### Cell area per tile, run 1

Bar = 20 microns. 9 x 9 tiles, from dark blue (low) to red (high), 0 to 100% covered.
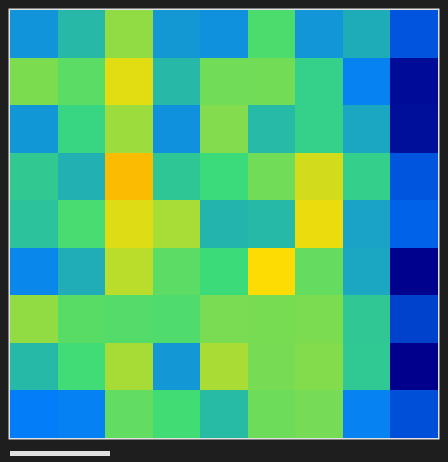
### Wiring heat map, run 1

Bar = 20 microns. 17 x 17 tiles, from dark blue (low) to red (high), scaled to the fullest tile. Values are wire area over tile area, all layers added.
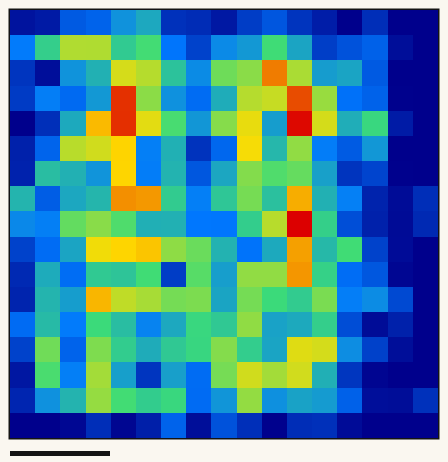
### Track usage over the die, run 1

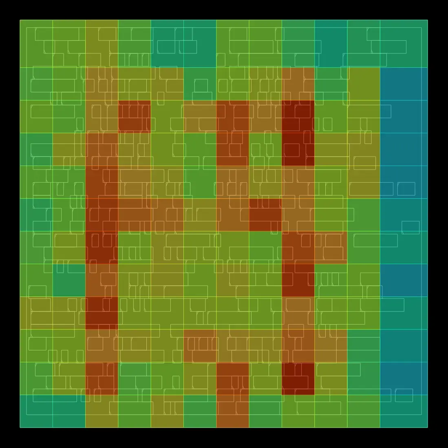
**src/rtl/digital_lock_ctrl.sv**
```systemverilog
// rtl/digital_lock_ctrl.sv - keypad door-lock controller with timed unlock, lockout and code programming
module digital_lock_ctrl #(
  parameter int                   NDIGITS        = 4,
  parameter logic [NDIGITS*4-1:0] CODE           = 16'h1010,
  parameter int                   MAX_TRIES      = 3,
  parameter int                   UNLOCK_CYCLES  = 500,
  parameter int                   LOCKOUT_CYCLES = 1000
) (
  input  logic       clk,
  input  logic       reset_n,
  input  logic       key_valid,
  input  logic [3:0] key_digit,
  input  logic       key_clear,
  input  logic       lock_req,
  input  logic       prog_req,
  output logic       unlock,
  output logic       alarm,
  output logic       bad_code,
  output logic       prog_done,
  output logic [3:0] fail_count,
  output logic [3:0] digit_count
);

  localparam int W    = NDIGITS * 4;
  localparam int TMAX = (UNLOCK_CYCLES > LOCKOUT_CYCLES) ? UNLOCK_CYCLES : LOCKOUT_CYCLES;
  localparam int TW   = $clog2(TMAX);
  localparam logic [TW-1:0] UNLOCK_LOAD  = TW'(UNLOCK_CYCLES - 1);
  localparam logic [TW-1:0] LOCKOUT_LOAD = TW'(LOCKOUT_CYCLES - 1);
  localparam logic [3:0]    LAST_DIGIT   = 4'(NDIGITS - 1);
  localparam logic [4:0]    TRIES        = 5'(MAX_TRIES);

  typedef enum logic [2:0] {
    S_IDLE,
    S_CHECK,
    S_OPEN,
    S_PROG,
    S_LOCKOUT
  } state_t;

  state_t        state_q;
  logic [W-1:0]  entry_q;
  logic [W-1:0]  code_q;
  logic [TW-1:0] timer_q;
  logic [3:0]    fail_count_q;
  logic [3:0]    digit_count_q;
  logic          bad_pend_q;
  logic          prog_pend_q;
  logic          unlock_q;
  logic          alarm_q;
  logic          bad_code_q;
  logic          prog_done_q;

  logic [W-1:0] entry_shift;
  logic         last_key;
  logic         lock_on_fail;

  assign entry_shift  = {entry_q[W-5:0], key_digit};
  assign last_key     = (digit_count_q == LAST_DIGIT);
  assign lock_on_fail = ({1'b0, fail_count_q} + 5'd1) >= TRIES;

  // Latch/alarm outputs follow the state with one register stage, so every
  // result appears two edges after the final digit strobe.
  always_ff @(posedge clk or negedge reset_n) begin
    if (!reset_n) begin
      state_q       <= S_IDLE;
      entry_q       <= '0;
      code_q        <= CODE;
      timer_q       <= '0;
      fail_count_q  <= '0;
      digit_count_q <= '0;
      bad_pend_q    <= 1'b0;
      prog_pend_q   <= 1'b0;
      unlock_q      <= 1'b0;
      alarm_q       <= 1'b0;
      bad_code_q    <= 1'b0;
      prog_done_q   <= 1'b0;
    end else begin
      unlock_q    <= (state_q == S_OPEN) || (state_q == S_PROG);
      alarm_q     <= (state_q == S_LOCKOUT);
      bad_code_q  <= bad_pend_q;
      prog_done_q <= prog_pend_q;
      bad_pend_q  <= 1'b0;
      prog_pend_q <= 1'b0;
      case (state_q)
        S_IDLE: begin
          if (key_clear) begin
            entry_q       <= '0;
            digit_count_q <= '0;
          end else if (key_valid) begin
            entry_q       <= entry_shift;
            digit_count_q <= digit_count_q + 4'd1;
            if (last_key) state_q <= S_CHECK;
          end
        end
        S_CHECK: begin
          entry_q       <= '0;
          digit_count_q <= '0;
          if (entry_q == code_q) begin
            state_q      <= S_OPEN;
            fail_count_q <= '0;
            timer_q      <= UNLOCK_LOAD;
          end else if (!lock_on_fail) begin
            state_q      <= S_IDLE;
            fail_count_q <= fail_count_q + 4'd1;
            bad_pend_q   <= 1'b1;
          end else begin
            state_q    <= S_LOCKOUT;
            bad_pend_q <= 1'b1;
            timer_q    <= LOCKOUT_LOAD;
          end
        end
        S_OPEN: begin
          if (timer_q != '0) timer_q <= timer_q - 1'b1;
          if (timer_q == '0 || lock_req) state_q <= S_IDLE;
          else if (prog_req)             state_q <= S_PROG;
        end
        S_PROG: begin
          if (key_clear) begin
            entry_q       <= '0;
            digit_count_q <= '0;
            state_q       <= S_IDLE;
          end else if (key_valid) begin
            if (last_key) begin
              code_q        <= entry_shift;
              entry_q       <= '0;
              digit_count_q <= '0;
              prog_pend_q   <= 1'b1;
              state_q       <= S_IDLE;
            end else begin
              entry_q       <= entry_shift;
              digit_count_q <= digit_count_q + 4'd1;
            end
          end
        end
        S_LOCKOUT: begin
          if (timer_q == '0) begin
            state_q      <= S_IDLE;
            fail_count_q <= '0;
          end else begin
            timer_q <= timer_q - 1'b1;
          end
        end
        default: state_q <= S_IDLE;
      endcase
    end
  end

  assign unlock      = unlock_q;
  assign alarm       = alarm_q;
  assign bad_code    = bad_code_q;
  assign prog_done   = prog_done_q;
  assign fail_count  = fail_count_q;
  assign digit_count = digit_count_q;

endmodule

```
**config.mk**
```make
export PLATFORM = sky130hd
export DESIGN_NAME = digital_lock_ctrl
export DESIGN_NICKNAME = d
export VERILOG_FILES = /design/src/rtl/digital_lock_ctrl.sv
export SDC_FILE = /design/constraint.sdc
export NUM_CORES = 1
export LEC_CHECK = 0
export CAP_MARGIN = 20
export CELL_PAD_IN_SITES_DETAIL_PLACEMENT = 1
export CELL_PAD_IN_SITES_GLOBAL_PLACEMENT = 2
export CORE_UTILIZATION = 41
export DETAILED_ROUTE_END_ITERATION = 12
export GPL_ROUTABILITY_DRIVEN = 0
export GPL_TIMING_DRIVEN = 0
export MAX_ROUTING_LAYER = met4
export PLACE_DENSITY = 0.87
export SETUP_SLACK_MARGIN = 0.3
export SKIP_CTS_REPAIR_TIMING = 1
export SLEW_MARGIN = 20
export SYNTH_ARGS = -nofsm -noshare
export SYNTH_HDL_FRONTEND = slang
export SYNTH_SLANG_ARGS = --single-unit
```
**constraint.sdc**
```tcl
create_clock -name clk -period 4.1 [get_ports clk]
set_input_delay 0.615 -clock clk [delete_from_list [all_inputs] [get_ports clk]]
set_output_delay 0.615 -clock clk [all_outputs]
set_load 0.03 [all_outputs]
```
==> impl_metrics.yaml, run 1 <==
# implementation run metrics
final_layout:
  logic_area_sq_mm: 0.00132
  fin_cells: 406
  n_antenna_cell: 0
  area_delta_synth_final_pct: 18.8
  comb_cells: 199
  flop-count: 59
  lay_top_cells: "dfrtp_1 (57), nand2_1 (47), clkdlybuf4s50_1 (20)"
  final.clkbuf_count: 10
  seq_area_sq_mm: 0.00148
  n_all_inverters: 5
routing:
  first_iter_violations: 137
  dr.pass1.iters: 4
  drcViolationCount: 0
status:
  status: "finished, final reports clean"
clocking:
  path_clk_slew_ns: 0.07
  cts_tree: "yes"
  cts_buffers: 9
floorplan:
  die_w_microns: 85.9
  pin_count: 22
  die_y_microns: 85.9
power:
  intPower_mw: 1.33
  ir_drop_v: 0.000288
setup_path:
  critPathArrivalTime_ns: 2.83
  endpoint_kind: "flop"
  cp_data_required_time_ns: 4.39
logic_synthesis:
  yosys_warnings: 0
  common_cells: "dfrtp_1 (57), nand2_1 (47), nand3_1 (19), xor2_1 (16)"
  netlist_top_cells_area: "dfrtp_1 (49%), nand2_1 (6.1%), xor2_1 (4.9%)"
  simple_gate_share_pct: 21.4
  yosysMostFrequentCell: "dfrtp_1"
  ff_type: "dfrtp_1"
  ys_sh_adder_pct: 2.08
  ys_seq_share_pct: 51.2
  largest_area_cell: "dfrtp_1"
  postSynthCellCount: 272
  ys_types: 56
placement:
  place_area_sq_mm: 0.00324
sta:
  worst_pin_slew_ns: 0.859
  fin_tns_setup_ns: 0
  fin_crit_sh_pct: 61.9
  hold-worst-slack_ns: 0.157
  hold_viol: 0
  rsz0062_at_grt: "no"
  max_freq_mhz: 394
Back to the opening pictures, 'Cell area per tile':
nearly empty tiles: 2.5%
mean over tiles: 45%
emptiest ninth of the die: upper right
core area: 0.00679 sq mm
fp util: 42.5%
Final Util: 50.5%

Back to the opening pictures, 'Wiring heat map':
tiles over half the peak: 26%
nearly empty tiles: 11%
fullest tile: 0.41
mean over tiles: 0.14
overall routed net length: 6.59 mm
routed len/inst: 16.2 microns
via count: 2115
Overall Global Routing Usage: 21.5%

Back to the opening pictures, 'Track usage over the die':
M3 GR Usage: 4.04%
routing usage on met1: 30.4%
grt peak-use layer: met1
met2 usage: 29.4%

run 1: power by group through the flow:
stage	sequential (mW)	clock (mW)	combinational, mW
2_1_floorplan	0.907	0	0.547
3_3_place_gp	0.881	0	0.833
3_5_place_dp	0.887	0	0.862
4_1_cts	0.877	0.540	0.866
5_1_grt	0.902	0.571	0.964
6_report	0.876	0.533	0.863
run 1: worst max-delay path, cell delays in order:
cell             delay (ns)
clkdlybuf4s50_1        0.56
nor2_1                 0.09
maj3_1                 0.39
nor2_2                 0.43
clkbuf_1               0.49
nand3_1                0.16
nand2_1                0.10
run 1: per-layer routing:
metal / track usage [%] / part of all wire [%] / vias to the layer above / routed length (microns)
met5: - / 0 / - / 0
met4: 10.5 / 2.1 / 0 / 138
met3: 4.04 / 2.4 / 12 / 160
met2: 29.4 / 44 / 30 / 2880
met1: 30.4 / 52 / 1060 / 3410
li1: - / - / 1013 / -
run 1: path summary, 6_finish.rpt:
kind | slack [ns] | endpoint | startpoint | cells past startpoint
worst min-delay path | 0.16 | timer_q[6] | reset_n | 1
max in group asynchronous | 3.38 | code_q[4] | reset_n | 2
worst max-delay path | 1.56 | entry_q[6] | key_clear | 7
worst max register to register | 1.68 | entry_q[14] | digit_count[0] | 7
worst min register to register | 0.35 | bad_code | bad_pend_q | 0
min in group clk | 0.35 | bad_code | bad_pend_q | 0
run 1: sequential cells by signal (all words and copies together) (netlist names):
| register | cells |
|---|---|
| alarm | 1 |
| code_q | 16 |
| entry_q | 16 |
| bad_code | 1 |
| timer_q | 10 |
| prog_pend_q | 1 |
| prog_done | 1 |
| unlock | 1 |
| fail_count | 4 |
| bad_pend_q | 1 |
| state_q | 3 |
| digit_count | 4 |
==> run 2, diff against run 1 <==
--- a/config.mk
+++ b/config.mk
@@ -8,12 +8,12 @@
 export CAP_MARGIN = 20
 export CELL_PAD_IN_SITES_DETAIL_PLACEMENT = 1
 export CELL_PAD_IN_SITES_GLOBAL_PLACEMENT = 2
-export CORE_UTILIZATION = 41
+export CORE_UTILIZATION = 38
 export DETAILED_ROUTE_END_ITERATION = 12
 export GPL_ROUTABILITY_DRIVEN = 0
 export GPL_TIMING_DRIVEN = 0
 export MAX_ROUTING_LAYER = met4
-export PLACE_DENSITY = 0.87
+export PLACE_DENSITY = 0.81
 export SETUP_SLACK_MARGIN = 0.3
 export SKIP_CTS_REPAIR_TIMING = 1
 export SLEW_MARGIN = 20
==> constraint.sdc (replaced) <==
create_clock -name clk -period 2.6 [get_ports clk]
set_input_delay 0.39 -clock clk [delete_from_list [all_inputs] [get_ports clk]]
set_output_delay 0.39 -clock clk [all_outputs]
set_load 0.03 [all_outputs]
### Wiring heat map, run 2

Bar = 20 microns. 18 x 18 tiles, from dark blue (low) to red (high), scaled to the fullest tile. Values are wire area over tile area, all layers added.
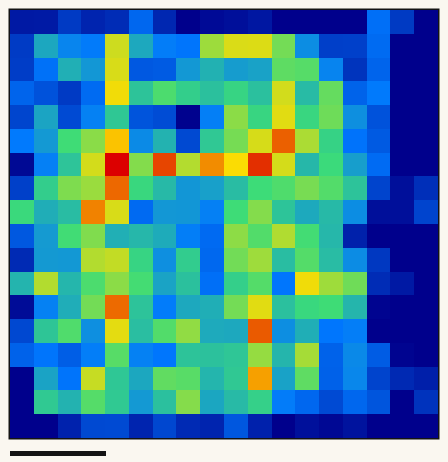
emptiest ninth of the die: lower right
fullest tile: 0.38
mean over tiles: 0.12
tiles over half the peak: 25%
nearly empty tiles: 14%
Overall Global Routing Usage: 19.1%
overall routed net length: 6.44 mm

==> impl_metrics.yaml, run 2 <==
# implementation run metrics
status:
  status: "finished, final reports clean"
floorplan:
  pin_count: 22
setup_path:
  critPathMaxStageDelay_ns: 0.42
  slowest_stage: "or3b_1"
  cp_data_required_time_ns: 2.82
  critPathArrivalTime_ns: 2.44
  endpoint_kind: "flop"
  worstPathCellList: "ha_1 -> or3b_1 -> nor3b_4 -> and4b_1 -> buf_6 -> buf_12 -> mux2_4"
  rr_startpoint: "digit_count[0]"
  cp_top_family: "simple AND/OR/NAND/NOR gates"
  r2r_cells: 7
logic_synthesis:
  ys_types: 56
  postSynthCellCount: 272
  yosysMostFrequentCell: "dfrtp_1"
  largest_area_cell: "dfrtp_1"
  netlist_top_cells_area: "dfrtp_1 (49%), nand2_1 (6.1%), xor2_1 (4.9%)"
  yosys_warnings: 0
min_path:
  whs_endpoint: "prog_done"
  hp-start: "prog_pend_q"
sta:
  max_freq_mhz: 450
  hold-worst-slack_ns: 0.353
routing:
  first_iter_violations: 109
  via_count: 2116
  wl_per_cell_microns: 15.6
  drcViolationCount: 0
final_layout:
  lay_top_cells: "dfrtp_1 (55), nand2_1 (47), clkdlybuf4s50_1 (20)"
  n_antenna_cell: 0
  area_delta_synth_final_pct: 21.1
  reg.largest.list: "code_q x16, entry_q x16, timer_q x10"
clocking:
  path_clk_slew_ns: 0.07
### Placed cells, one colour a class, run 2

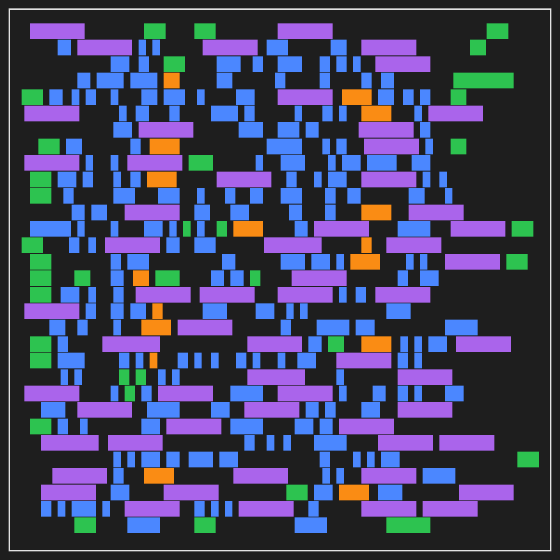
legend:
  blue:
    class: remaining logic cells
    cells: 204
    share_of_their_area: 40%
  purple:
    class: registers
    cells: 59
    share_of_their_area: 44%
  orange:
    class: clock drivers and dummy loads
    cells: 16
    share_of_their_area: 5.3%
  green:
    class: remaining buffers and delay cells
    cells: 36
    share_of_their_area: 10%
Final Util: 47.9%
core area: 0.00729 sq mm
row count: 31

==> run 2: cells by family after synthesis <==
group                    Yosys count  synth area share, %
AND/OR/NAND/NOR                  119                 21.4
flip-flops                        59                 51.2
AND-OR/OR-AND                     39                 8.71
multiplexers                      19                 8.49
XOR/XNOR                          17                 5.16
buffers and inverters             14                 2.99
adder cells (fa/ha/maj)            5                 2.08
==> run 2: stage by stage <==
stage	power, mW	utilization [%]	instances	cell area, sq um
floorplan	2.29	-	272	2890
global placement	2.71	44.2	392	3220
detailed placement	2.74	44.6	393	3250
CTS	3.52	47.0	409	3430
global route	3.80	47.9	414	3500
finish	3.57	47.9	414	3500
==> run 2: cell type report <==
| type | count | area (sq um) |
|---|---|---|
| fillers | 830 | 3800 |
| multi-input cells | 199 | 1350 |
| inverters | 5 | 18.8 |
| well taps | 99 | 124 |
| plain buffers | 9 | 71.3 |
| flip-flops and latches | 59 | 1480 |
| repair buffers | 27 | 275 |
| clock buffers | 12 | 155 |
| clock inverters | 4 | 25.0 |
==> run 2: power by group <==
part	total (mW)	internal [mW]	switching [mW]	leakage, nW
logic	1.42	0.567	0.852	0.825
clock network	0.772	0.395	0.377	0.0884
registers	1.38	1.14	0.232	0.769
==> run 2: worst max-delay path by stage <==
stage,startpoint,to,slack (ns),cells past startpoint
final,digit_count[0],code_q[8],0.38,7
after CTS,digit_count[0],code_q[8],0.20,7
after floorplan,digit_count[0],code_q[10],0.40,7
after global placement,reset_n,digit_count[0],-1.15,1
after detailed placement,key_clear,entry_q[3],-0.06,7
after global routing,digit_count[0],code_q[8],0.26,7
==> run 2: layer usage <==
layer	wire, microns	part of all wire, %	global-route usage [%]
met2	2750	43	25.5
met1	3430	53	27.9
met5	0	0	-
met4	102	1.6	7.36
met3	163	2.5	4.16
==> run 3, diff against run 2 <==
--- a/config.mk
+++ b/config.mk
@@ -5,18 +5,20 @@
 export SDC_FILE = /design/constraint.sdc
 export NUM_CORES = 1
 export LEC_CHECK = 0
+export ABC_AREA = 1
 export CAP_MARGIN = 20
 export CELL_PAD_IN_SITES_DETAIL_PLACEMENT = 1
 export CELL_PAD_IN_SITES_GLOBAL_PLACEMENT = 2
-export CORE_UTILIZATION = 38
+export CORE_UTILIZATION = 35
 export DETAILED_ROUTE_END_ITERATION = 12
 export GPL_ROUTABILITY_DRIVEN = 0
 export GPL_TIMING_DRIVEN = 0
 export MAX_ROUTING_LAYER = met4
-export PLACE_DENSITY = 0.81
+export PLACE_DENSITY = 0.82
 export SETUP_SLACK_MARGIN = 0.3
 export SKIP_CTS_REPAIR_TIMING = 1
 export SLEW_MARGIN = 20
 export SYNTH_ARGS = -nofsm -noshare
 export SYNTH_HDL_FRONTEND = slang
 export SYNTH_SLANG_ARGS = --single-unit
+export TNS_END_PERCENT = 20
### Placed cells, one colour a class, run 3

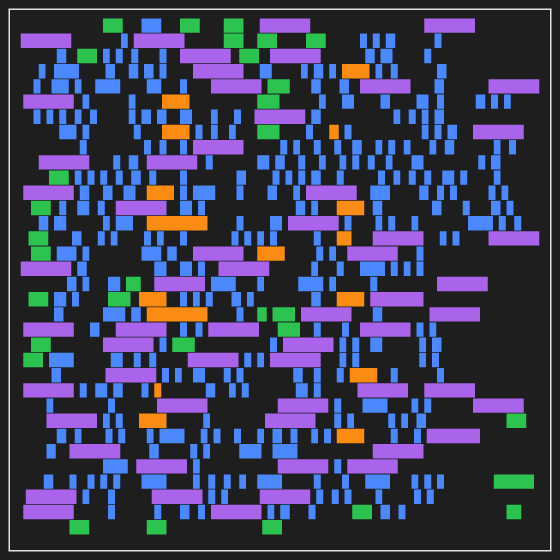
legend:
  purple:
    class: registers
    cells: 59
    share_of_their_area: 41%
  orange:
    class: clock drivers and dummy loads
    cells: 16
    share_of_their_area: 6.3%
  blue:
    class: remaining logic cells
    cells: 332
    share_of_their_area: 44%
  green:
    class: remaining buffers and delay cells
    cells: 31
    share_of_their_area: 8.9%
row count: 34
Final Util: 42.9%
core area: 0.00868 sq mm
Design Area, Final: 0.00372 sq mm
sequential share of cell area: 39.7%

==> impl_metrics.yaml, run 3 <==
# implementation run metrics
status:
  status: "finished, violations left"
  violations: "negative hold slack"
sta:
  hold_viol: 28
  worst_pin_slew_ns: 0.536
  hold-worst-slack_ns: -0.0233
  rsz0062_at_grt: "no"
  max_freq_mhz: 532
setup_path:
  cp_data_required_time_ns: 2.87
  cp_num_buf_inv: 3
  rr_startpoint: "fail_count[0]"
  worstPathCellList: "inv_1 -> ha_1 -> inv_1 -> a21oi_1 -> nand2_1 -> nor2_1 -> nand2_1 -> inv_1 -> nand3_2 -> nand2_2 -> nand2_1 -> nand2_1"
logic_synthesis:
  netlist_top_cells_area: "dfrtp_1 (46%), nand2_1 (16%), inv_1 (7.3%)"
  ys_seq_share_pct: 47.2
  common_cells: "nand2_1 (131), inv_1 (61), dfrtp_1 (57), nand3_1 (25), nor2_1 (25)"
  ff_type: "dfrtp_1"
  yosysMostFrequentCell: "nand2_1"
  ys_types: 30
  simple_gate_share_pct: 28.0
  xor_share_pct: 0.559
placement:
  dp_cells: 530
power:
  intPower_mw: 2.35
  p_sw_mw: 1.68
  p_sw_share_pct: 41.6
  clk-power_mw: 0.962
  power_frac_clock_pct: 23.9
  seq_power_mw: 1.31
floorplan:
  initial_utilization_pct: 36.1
  die_y_microns: 96.6
  die_w_microns: 96.6
final_layout:
  fill_cells: 1076
  reg.largest.list: "code_q x16, entry_q x16, timer_q x10"
### Track usage over the die, run 3

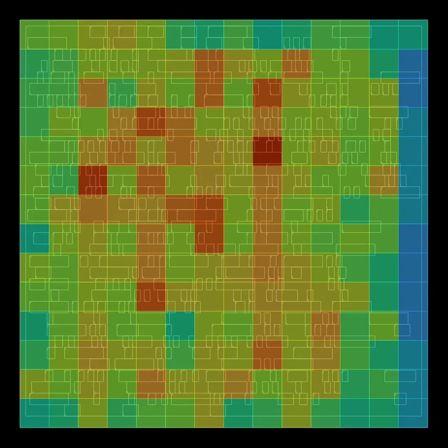
grt peak-use layer: met2
routed len/inst: 13.8 microns
routing usage on met1: 24.4%

==> run 3: worst max path at each step <==
stage,startpoint,endpoint,slack [ns],cells past startpoint
CTS,fail_count[0],timer_q[4],0.68,12
global placement,reset_n,fail_count[0],-0.95,1
global route,fail_count[0],timer_q[6],0.50,12
floorplan,fail_count[0],timer_q[2],0.75,12
finish,fail_count[0],timer_q[4],0.72,12
detailed placement,key_clear,entry_q[13],0.69,5
==> run 3: layout make-up <==
type / count / area, sq um / area share [%]
buffer: 9 / 91.3 / 2.45
multi-input combinational: 261 / 1290 / 34.8
inverter: 71 / 269 / 7.22
clock buffer: 12 / 155 / 4.17
clock inverter: 4 / 72.6 / 1.95
timing repair buffer: 22 / 228 / 6.11
sequential: 59 / 1480 / 39.7
tap: 108 / 135 / 3.63
==> run 3: metal layers <==
metal / track usage [%] / vias up / share of wire (%)
li1: - / 1307 / -
met1: 24.4 / 1270 / 51
met4: 8.27 / 0 / 1.3
met2: 29.2 / 23 / 46
met3: 2.46 / 9 / 1.6
met5: - / - / 0
==> run 3: cell families (layout without fill, tap and decap cells) <==
kind of cell,count (synthesis),in the layout
AOI/OAI and AO/OA,51,51
xor gates and xnor gates,2,2
buffers and inverters,80,118
DFF,59,59
and+or+nand+nor,204,204
adders and majority gates,4,4
==> run 3: through the flow <==
step | cell area (sq um) | setup slack (ns) | util, % | setup TNS (ns) | total power [mW]
floorplan | 3130 | 0.755 | - | 0 | 2.58
global placement | 3480 | -0.950 | 40.1 | -54.48 | 3.03
detailed placement | 3500 | 0.688 | 40.3 | 0 | 3.09
CTS | 3720 | 0.685 | 42.9 | 0 | 4.09
global route | 3720 | 0.497 | 42.9 | 0 | 4.36
finish | 3720 | 0.720 | 42.9 | 0 | 4.02

==> layout pictures side by side <==
Sizing map.
Plate I
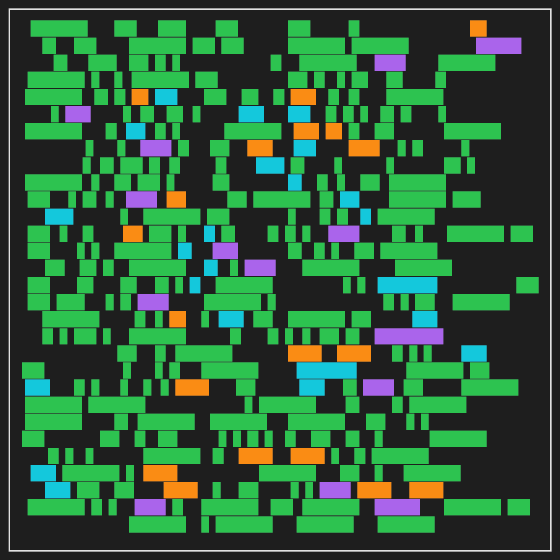
Plate II
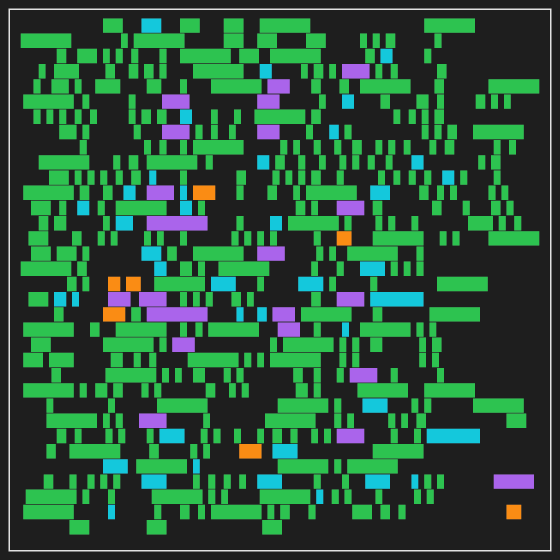
Plate III
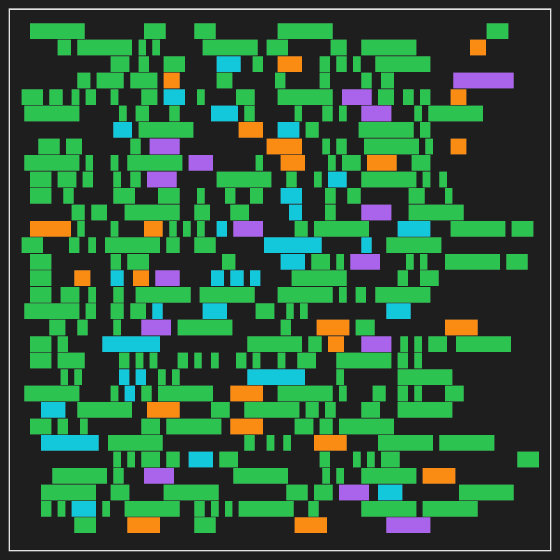
For run 1, see Plate I.
For run 3, see Plate II.
For run 2, see Plate III.
Of these, most cells: Plate II

Key to Plate III:
legend:
  green:
    size: x1 and smaller
    cells: 247
    share: 78%
  cyan:
    size: x2
    cells: 30
    share: 9.5%
  orange:
    size: x3 and x4
    cells: 23
    share: 7.3%
  purple:
    size: x6 and larger
    cells: 15
    share: 4.8%

Power and IR drop assume default switching activity.
